<file path="src/rtl/rr_arb16.sv">
// -----------------------------------------------------------------------------
// rr_arb16 -- 16-way round-robin arbiter with optional hold limit.
//
// One requester at a time owns a shared resource (the 4-to-16 decoder bank).
// The owner's binary index and a valid strobe drive the decoder, and the same
// grant is also presented one-hot. A rotating priority pointer gives fairness.
// When HOLD_MAX is nonzero, a grant is force-released after HOLD_MAX cycles so
// that no requester can monopolise the resource. Every release is followed by
// exactly one idle cycle, and arbitration only happens in that idle state.
//
// Parameters
//   HOLD_MAX  maximum consecutive grant cycles (0..255); 0 = unlimited
//
// Ports
//   clk      in   rising-edge clock
//   resetn   in   asynchronous active-low reset
//   req      in   [0:15] level-sensitive requests, bit i = requester i
//   gnt      out  [0:15] registered one-hot grant, all-zero when idle
//   gnt_idx  out  [3:0]  registered binary index of the (last) owner
//   gnt_vld  out  registered, high while a grant is active
// -----------------------------------------------------------------------------
module rr_arb16 #(
   parameter int unsigned HOLD_MAX = 8
) (
   input  logic        clk,
   input  logic        resetn,
   input  logic [0:15] req,
   output logic [0:15] gnt,
   output logic [3:0]  gnt_idx,
   output logic        gnt_vld
);

   localparam logic [0:0] ST_IDLE  = 1'b0;
   localparam logic [0:0] ST_GRANT = 1'b1;

   // Last counter value of a grant; only meaningful when the limit is enabled.
   localparam logic       HOLD_EN   = (HOLD_MAX != 0);
   localparam logic [7:0] HOLD_LAST = (HOLD_MAX == 0) ? 8'd0 : 8'(HOLD_MAX - 1);

   logic [0:0]  state_q, state_d;
   logic [3:0]  ptr_q, ptr_d;
   logic [7:0]  cnt_q, cnt_d;
   logic [0:15] gnt_q, gnt_d;
   logic [3:0]  gnt_idx_q, gnt_idx_d;
   logic        gnt_vld_q, gnt_vld_d;

   // Requests rotated so that bit 0 is the requester at the priority pointer.
   // The 4-bit addition wraps 15 -> 0 on its own.
   logic [15:0] rot_req;
   logic [3:0]  pick_off;
   logic        pick_found;
   logic [3:0]  pick_idx;
   logic [0:15] pick_onehot;
   logic        release_grant;

   for (genvar gi = 0; gi < 16; gi++) begin : g_rot
      assign rot_req[gi] = req[4'(ptr_q + 4'(gi))];
   end

   // Lowest set bit of the rotated vector = first requester at or after ptr.
   always_comb begin
      pick_off = 4'd0;
      for (int k = 15; k >= 0; k--) begin
         if (rot_req[k]) begin
            pick_off = 4'(k);
         end
      end
   end

   assign pick_found = |rot_req;
   assign pick_idx   = ptr_q + pick_off;

   for (genvar gi = 0; gi < 16; gi++) begin : g_onehot
      assign pick_onehot[gi] = (pick_idx == 4'(gi));
   end

   // Owner dropping its request and the hold limit expiring in the same cycle
   // collapse into one release.
   assign release_grant = !req[gnt_idx_q] || (HOLD_EN && (cnt_q == HOLD_LAST));

   always_comb begin
      state_d   = state_q;
      ptr_d     = ptr_q;
      cnt_d     = cnt_q;
      gnt_d     = gnt_q;
      gnt_idx_d = gnt_idx_q;
      gnt_vld_d = gnt_vld_q;
      case (state_q)
         ST_IDLE: begin
            if (pick_found) begin
               state_d   = ST_GRANT;
               gnt_idx_d = pick_idx;
               gnt_d     = pick_onehot;
               gnt_vld_d = 1'b1;
               cnt_d     = 8'd0;
            end
         end
         ST_GRANT: begin
            if (release_grant) begin
               // gnt_idx deliberately keeps the old owner.
               state_d   = ST_IDLE;
               gnt_d     = '0;
               gnt_vld_d = 1'b0;
               ptr_d     = gnt_idx_q + 4'd1;
            end else if (cnt_q != 8'hFF) begin
               cnt_d = cnt_q + 8'd1;
            end
         end
         default: begin
            state_d = ST_IDLE;
         end
      endcase
   end

   always_ff @(posedge clk or negedge resetn) begin
      if (!resetn) begin
         state_q   <= ST_IDLE;
         ptr_q     <= 4'd0;
         cnt_q     <= 8'd0;
         gnt_q     <= '0;
         gnt_idx_q <= 4'd0;
         gnt_vld_q <= 1'b0;
      end else begin
         state_q   <= state_d;
         ptr_q     <= ptr_d;
         cnt_q     <= cnt_d;
         gnt_q     <= gnt_d;
         gnt_idx_q <= gnt_idx_d;
         gnt_vld_q <= gnt_vld_d;
      end
   end

   assign gnt     = gnt_q;
   assign gnt_idx = gnt_idx_q;
   assign gnt_vld = gnt_vld_q;

endmodule

</file>
<file path="config.mk">
export PLATFORM = sky130hd
export DESIGN_NAME = rr_arb16
export DESIGN_NICKNAME = d
export VERILOG_FILES = /design/src/rtl/rr_arb16.sv
export SDC_FILE = /design/constraint.sdc
export NUM_CORES = 1
export LEC_CHECK = 0
export CORE_UTILIZATION = 30
export CTS_BUF_LIST = sky130_fd_sc_hd__clkbuf_16
export CTS_CLUSTER_DIAMETER = 60
export CTS_CLUSTER_SIZE = 40
export DETAILED_ROUTE_END_ITERATION = 10
export DONT_BUFFER_PORTS = 1
export GPL_TIMING_DRIVEN = 0
export REMOVE_ABC_BUFFERS = 1
export SYNTH_ARGS = -nofsm -noshare
export SYNTH_HDL_FRONTEND = slang
export SYNTH_SLANG_ARGS = --single-unit
</file>
<file path="constraint.sdc">
create_clock -name clk -period 4.1 [get_ports clk]
set_input_delay 0.82 -clock clk [delete_from_list [all_inputs] [get_ports clk]]
set_output_delay 0.82 -clock clk [all_outputs]
set_load 0.02 [all_outputs]
</file>
==> run summary, run 1 <==
Implementation results

The data arrival time reported for the critical path is 4.30 ns. The horizontal die dimension reported for this design is 103 um. The register with the most flip-flops in the layout has 16 of them.

Per STA, the worst path is made up of inv_2, ha_4, mux4_1, mux2i_1, mux2i_1, nor2_1, o31ai_2, a211oi_1, o31a_1, nor3_4, ha_1, a21o_1, a21oi_2, xnor2_2, xnor2_2, or2b_4, o41ai_2. Counting flops with an async set or reset pin after synthesis yields a share of 100%. Logged for this run, the post-placement worst setup slack is -1.20 ns. The minimum hold slack is 0.236 ns. The cell count of the worst reg-to-reg path is 17. The top logic cell family in the synthesized netlist is multiplexers. Per STA, the highest per-stage delay on the worst path measures 0.51 ns. The max-slew violation count is 0. Of the post-synthesis cell area, the dominant cell type holds 28.1%. Of the total synthesized cell area, the portion taken by AND, OR, NAND and NOR gates is 12.0%.

The first-pass iteration count of the detailed router is 4. Of the available clock period, the critical path in the final layout requires 101%. The floorplan step defined a die boundary enclosing 10500 sq um. The die is 103 um tall.

The cell count after placement is 372. After routing the design area is 3640 sq um. The number of standard cells in the final layout excluding fillers is 403. The first element of the critical path is ptr_q[1].

The number of non-clock buffers in the layout is 24. The mean routed wirelength per cell is 18.6 um.

For met3 alone, demand over resource in global routing was 4.27%. The post-synthesis area per instance is 11.8 sq um.

The average vias per placed instance is 5.71. The maximum fanout along the worst path is 8. The layout sequential cell count is 34. In the post-route analysis, the smallest setup slack over all paths is -0.0299 ns. Per the placement log, port buffering inserted 0 buffers. After synthesis, the design contains 256 cells according to Yosys.

The clock root buffer is sky130_fd_sc_hd__clkbuf_16. The most frequently used cell type in the post-synthesis netlist is sky130_fd_sc_hd__dfrtp_1. The routed design has 7510 um of wire. The first-pass GRT wire length is 12000 um. The initial antenna violation count is 0. In this run the count of I/O pins placed on the die edge is 39. The report counts max-capacitance violations totalling 0.

According to the Yosys statistics, the synthesized design has a chip area of 3030 sq um. Detailed placement finished with a half-perimeter wire length of 4900 um. The post-cts gate resize count is 36.

The kind of launch point of the worst setup path is a flip-flop. The count of warning messages emitted by the tools is 32. The most frequent logic cell in the layout is sky130_fd_sc_hd__mux4_2. CTS reports a maximum clock tree buffer depth of 2. By count the netlist is led by sky130_fd_sc_hd__dfrtp_1, sky130_fd_sc_hd__mux4_2, sky130_fd_sc_hd__nand3_1, sky130_fd_sc_hd__o31ai_1, sky130_fd_sc_hd__nand2_1.

The flow inserted 133 tap cells. Setup repair after global routing could not meet its margin everywhere. Overall routing resource usage recorded by global route was 14.8%. The main area contributors are sky130_fd_sc_hd__dfrtp_1, sky130_fd_sc_hd__mux4_2, sky130_fd_sc_hd__mux4_1. Looking at the max-slew report, the worst-margin pin has a slew of 0.907 ns. The number of unique standard cell types used by synthesis is 48. Of all the cell area in the finished design, non-clock buffers hold 6.06%.

The proportion of cell area spent on the clock network is 3.72%. The final timing report counts setup violations totalling 3. The number of vias in the routed layout is 2303. The timing report attributes the biggest portion of critical-path delay to AND-OR/OR-AND gates.

Once placement finished, the instance area stood at 3100 sq um. The timing report gives the worst reg2reg path a setup slack of -0.03 ns. Per the layout area report, the sequential fraction of cell area is 23.7%. Leaving out fill and tap cells, the most frequent cells in the layout are sky130_fd_sc_hd__mux4_2, sky130_fd_sc_hd__dfrtp_1, sky130_fd_sc_hd__nand3_1, sky130_fd_sc_hd__buf_4, sky130_fd_sc_hd__o31ai_1. Cells with a size suffix above 1 make up 40.0% of the layout. The global routing stage identified its most utilized layer as met2.

In the synthesized netlist, the number of instances is 256. In this run the post-CTS setup repair buffer count came out at 17. Yosys printed 0 warnings.

The aggregate global routing overflow is 0. Per the synthesis report, the dominant area consumer among library cells is sky130_fd_sc_hd__dfrtp_1. In the final layout, multi-input gates take up 61.2% of the cell area.

The number of global-route vias before repair came to 2306. The reg-to-reg endpoint is gnt[4].

The main flop type after synthesis is sky130_fd_sc_hd__dfrtp_1. The flow ran to the end, but the final reports show violations. The area growth from synthesis to layout is 20.0%. The final critical delay including setup and external delays is 4.13 ns. The multi-input gate area in the final layout is 2220 sq um. The endpoint class of the critical path is a flip-flop. The routed length on met3 is 457 um. The final reports fail on setup timing. The netlist area before placement is 3030 sq um. The number of hold buffers added after CTS is 0. The number of logic stages on the critical path including buffering is 17.
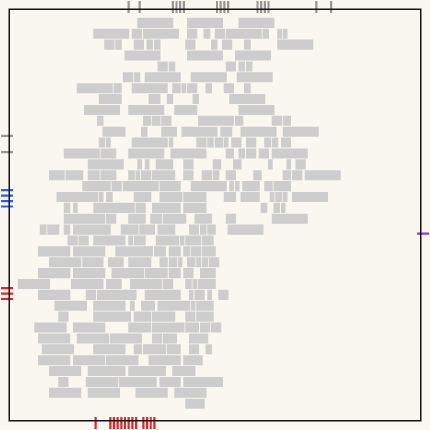
run_1/pinout.png
Scale: 4 px per um. Pins as bars across the die edge, other pins in grey.
| colour | port | pins | direction | edge |
|---|---|---|---|---|
| blue | gnt_idx | 4 | output | left |
| red | req | 16 | input | 13 bottom, 3 left |
| purple | resetn | 1 | input | right |
all pins by edge: 16 top, 13 bottom, 9 left, 1 right

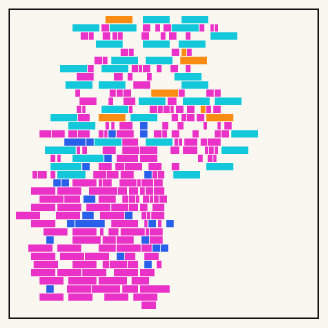
run_1/class_map.png
Scale: 3 px per um.
| colour | class | cells |
|---|---|---|
| cyan | sequential cells | 34 |
| blue | remaining buffers and delay cells | 24 |
| orange | clock drivers and dummy loads | 7 |
| magenta | remaining logic cells | 205 |
Final Util: 37.2%
Placement Rows: 36

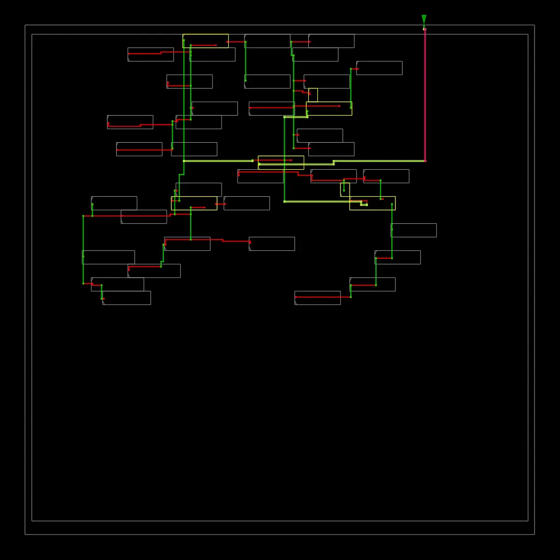
run_1/clock_nets.png
final clock skew: 0.00472 ns
TritonCTS buffer count: 5
count of clock tree sinks: 34
latest clock arrival within the worst-skew pair: 0.28 ns

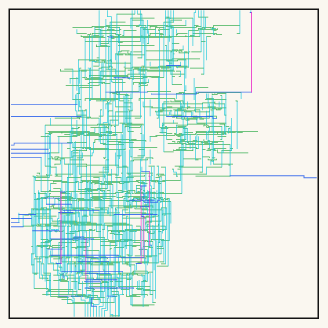
run_1/layers.png
Scale: 3 px per um.
| colour | layer | wire length |
|---|---|---|
| cyan | M2 | 3920 um |
| blue | M3 | 457 um |
| green | M1 | 3000 um |
| magenta | M4 | 128 um |

run_1/util_map.png
Scale: 4 px per um. The die is cut into 10 by 10 equal tiles; black is low, pale yellow is high, 0 to 100% covered.
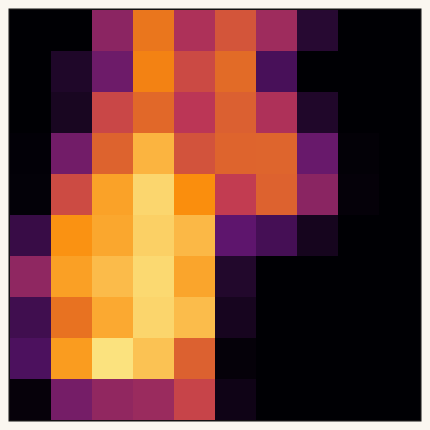

## Run 2: what changed since run 1
==> constraint.sdc (replaced) <==
create_clock -name clk -period 5.1 [get_ports clk]
set_input_delay 1.02 -clock clk [delete_from_list [all_inputs] [get_ports clk]]
set_output_delay 1.02 -clock clk [all_outputs]
set_load 0.02 [all_outputs]
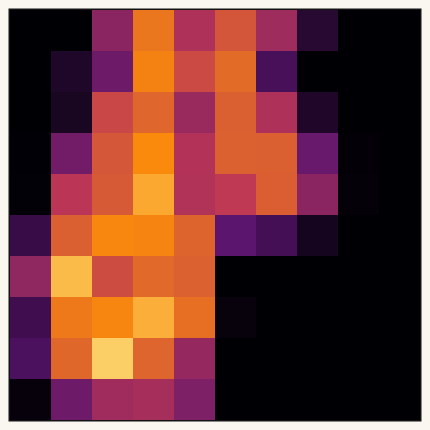
run_2/util_map.png
Scale: 4 px per um. The die is cut into 10 by 10 equal tiles; black is low, pale yellow is high, 0 to 100% covered.
mean over tiles: 29%
nearly empty tiles: 40%
densest ninth of the die: top centre
emptiest ninth of the die: lower right
Final Util: 33.3%
floorplan utilization: 31.0%
core area: 9770 sq um

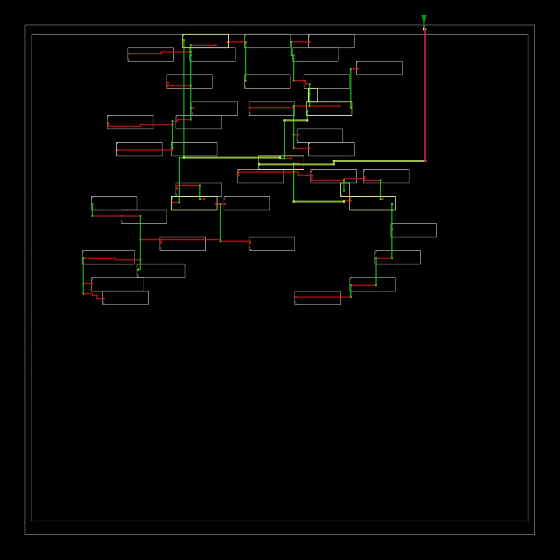
run_2/clock_nets.png
clk_buf instances: 5
layout sequential cell count: 34
final clock skew: 0.00621 ns

==> run 2 against run 1 <==
The run now ends clean. Non-clock buffer count is 24 lower. Highest routed layer unchanged. Via count shrank 6.0%. Largest cell class unchanged. Worst setup slack better by 0.40 ns.
==> run summary, run 2 <==
Implementation results

For this run the top cell type by instance count after synthesis was sky130_fd_sc_hd__dfrtp_1. After routing the design area is 3250 sq um. The proportion of cell area spent on the clock network is 4.15%. Counting along the longest clock path gives a buffer depth of 2. Summed over its instances, the top area cell type makes up 28.1% of the synthesized netlist area.

Among logic cells in the layout, the one with the most instances is sky130_fd_sc_hd__dfrtp_1. 39 I/O pins were placed. In the global route stage, overall resource usage came out at 13.8%. The cell count of the worst reg-to-reg path is 15.

OpenSTA lists the critical path startpoint as ptr_q[1]. The max-slew violation count is 0. The first-pass iteration count of the detailed router is 4.

The netlist area before placement is 3030 sq um. For reference, the top logic cell family by area is multiplexers. The number of unique standard cell types used by synthesis is 48.

The floorplan step defined a die boundary enclosing 10500 sq um. Clock tree synthesis found a total of 34 sinks. The final critical delay including setup and external delays is 4.73 ns.

Non-clock buffering takes up 0% of total cell area after layout. The final wirelength is 6740 um. The routed design shows a via density per instance of 5.71. Setup repair after global routing left no endpoint under its margin. The met3 global-route usage is 4.07%.

According to the Yosys statistics, the synthesized design has a chip area of 3030 sq um. Per the skew report, the later register of the worst-skew pair sees a clock latency of 0.28 ns. The first-pass GRT wire length is 11400 um. The area growth from synthesis to layout is 7.35%.

The warning count from the yosys run is 0. Multi-input gates account for 63.5% of the area. The report counts max-capacitance violations totalling 0. The flip-flop count of the largest register, all copies and words added is 16. The count of instantiated cells in the yosys netlist is 256. The global router reports that the layer with the highest usage is met2. The number of cells produced by synthesis is 256. Detailed routing placed a total of 249 um of wire on met3. The number of non-clock buffers in the layout is 0. The cell taking the most area after synthesis is sky130_fd_sc_hd__dfrtp_1. In the final layout, flip-flops and latches take up 26.4% of the cell area. The run finished with clean final reports.
run_2/pinout.png
Scale: 4 px per um. Pins as bars across the die edge, other pins in grey.
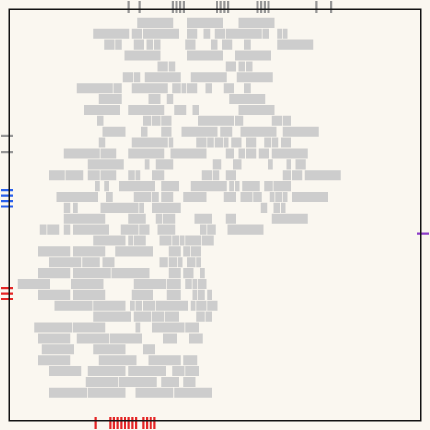

## Run 3: what changed since run 2
--- a/config.mk
+++ b/config.mk
@@ -5,6 +5,7 @@
 export SDC_FILE = /design/constraint.sdc
 export NUM_CORES = 1
 export LEC_CHECK = 0
+export ABC_CLOCK_PERIOD_IN_PS = 5100
 export CORE_UTILIZATION = 30
 export CTS_BUF_LIST = sky130_fd_sc_hd__clkbuf_16
 export CTS_CLUSTER_DIAMETER = 60
@@ -12,6 +13,7 @@
 export DETAILED_ROUTE_END_ITERATION = 10
 export DONT_BUFFER_PORTS = 1
 export GPL_TIMING_DRIVEN = 0
+export PLACE_DENSITY = 0.47
 export REMOVE_ABC_BUFFERS = 1
 export SYNTH_ARGS = -nofsm -noshare
 export SYNTH_HDL_FRONTEND = slang
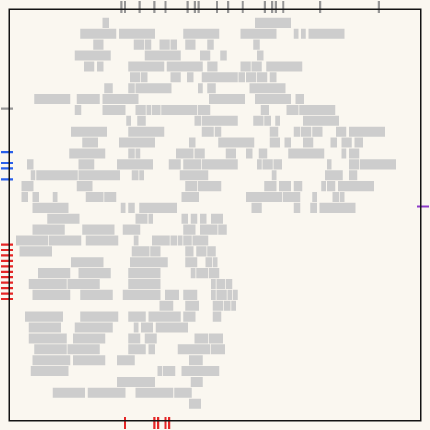
run_3/pinout.png
Scale: 4 px per um. Pins as bars across the die edge, other pins in grey.
height of the chip: 103 um
number of input and output port buffers inserted: 0
chip width: 103 um

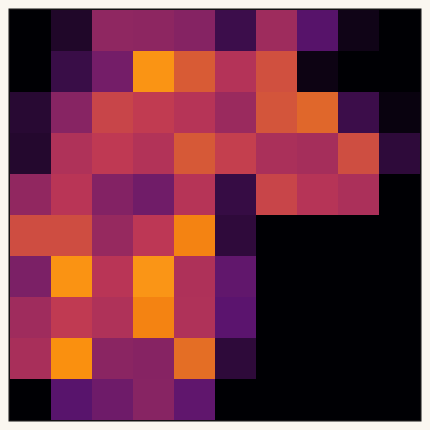
run_3/util_map.png
Scale: 4 px per um. The die is cut into 10 by 10 equal tiles; black is low, pale yellow is high, 0 to 100% covered.
emptiest ninth of the die: lower right
mean over tiles: 29%
fullest tile: 77%
nearly empty tiles: 28%
tiles over 75% full: 4.0%

==> run 3 against run 2 <==
Die area unchanged. Cell count increased by 0.26%. Critical path depth unchanged. Utilization about the same.
==> run summary, run 3 <==
Implementation results

For this sky-water flow run, the detailed-routed wirelength per cell is reported as 18.4 um. The number of vias in the routed layout is 2138. The maximum buffer depth of the clock tree is 2.

The warning count from the yosys run is 0. The proportion of cell area spent on the clock network is 4.34%. The first element of the critical path is ptr_q[1]. The pre-CTS worst setup slack is -0.191 ns. The max-slew violation count is 0. The post-synthesis area per instance is 11.8 sq um. The worst register-to-register path ends at gnt[5]. The setup-violating endpoint count in the final report is 0. The register share of the cell area is 26.4%. The cell count after placement is 372. The share of cell area taken by multi-input logic gates is 63.4%. The worst-case setup margin in the final layout is 0.370 ns. The top cell type in the final layout, fill and taps aside, is sky130_fd_sc_hd__dfrtp_1. The first global-routing pass estimated 11300 um of wire. The number of standard cells in the final layout excluding fillers is 380. STA reports a reg2reg setup slack of 0.37 ns. Looking at the critical path, the highest net fanout was 19. The final wirelength is 6970 um. The run finished with clean final reports. By count the netlist is led by sky130_fd_sc_hd__dfrtp_1, sky130_fd_sc_hd__mux4_2, sky130_fd_sc_hd__nand3_1, sky130_fd_sc_hd__o31ai_1, sky130_fd_sc_hd__nand2_1. In the global route stage, overall resource usage came out at 14.2%. According to the cell report, flip-flops and latches in the layout number 34.

Synthesis handed over a netlist of 256 instances. The cell taking the most area after synthesis is sky130_fd_sc_hd__dfrtp_1. The routed design could run at a clock period as short as 4.73 ns. Traced cell by cell, the critical path runs through inv_1, ha_1, mux4_1, mux4_1, nor2_1, a211oi_1, o31a_1, nor3_1, ha_1, a21o_1, a21oi_1, xnor2_1, xnor2_2, or2b_1, o31ai_1. The average vias per placed instance is 5.63. Looking at the gate-level netlist, the highest instance count belongs to sky130_fd_sc_hd__dfrtp_1. The count of instantiated cells in the yosys netlist is 256. The kind of launch point of the worst setup path is a flip-flop. The first-pass iteration count of the detailed router is 4.

The yosys stat chip area is 3030 sq um. The number of rows created at floorplan is 36. The post-layout period usage of the worst path is 92.7%. The fraction of synthesized cell area taken by the top area cell type is 28.1%. Logic depth along the worst register-to-register path is recorded as 15. The core box area is 9770 sq um. The tree is rooted in a sky130_fd_sc_hd__clkbuf_16. At the pin with the least slew margin, the transition time is 0.996 ns. The design received a total of 133 well taps at floorplan.

The number of global-route vias before repair is 2129. The STA report counts the stages on the worst setup path as 15. The flip-flop count of the largest register, all copies and words added is 16. The initial antenna violation count is 0. The netlist area before placement is 3030 sq um.
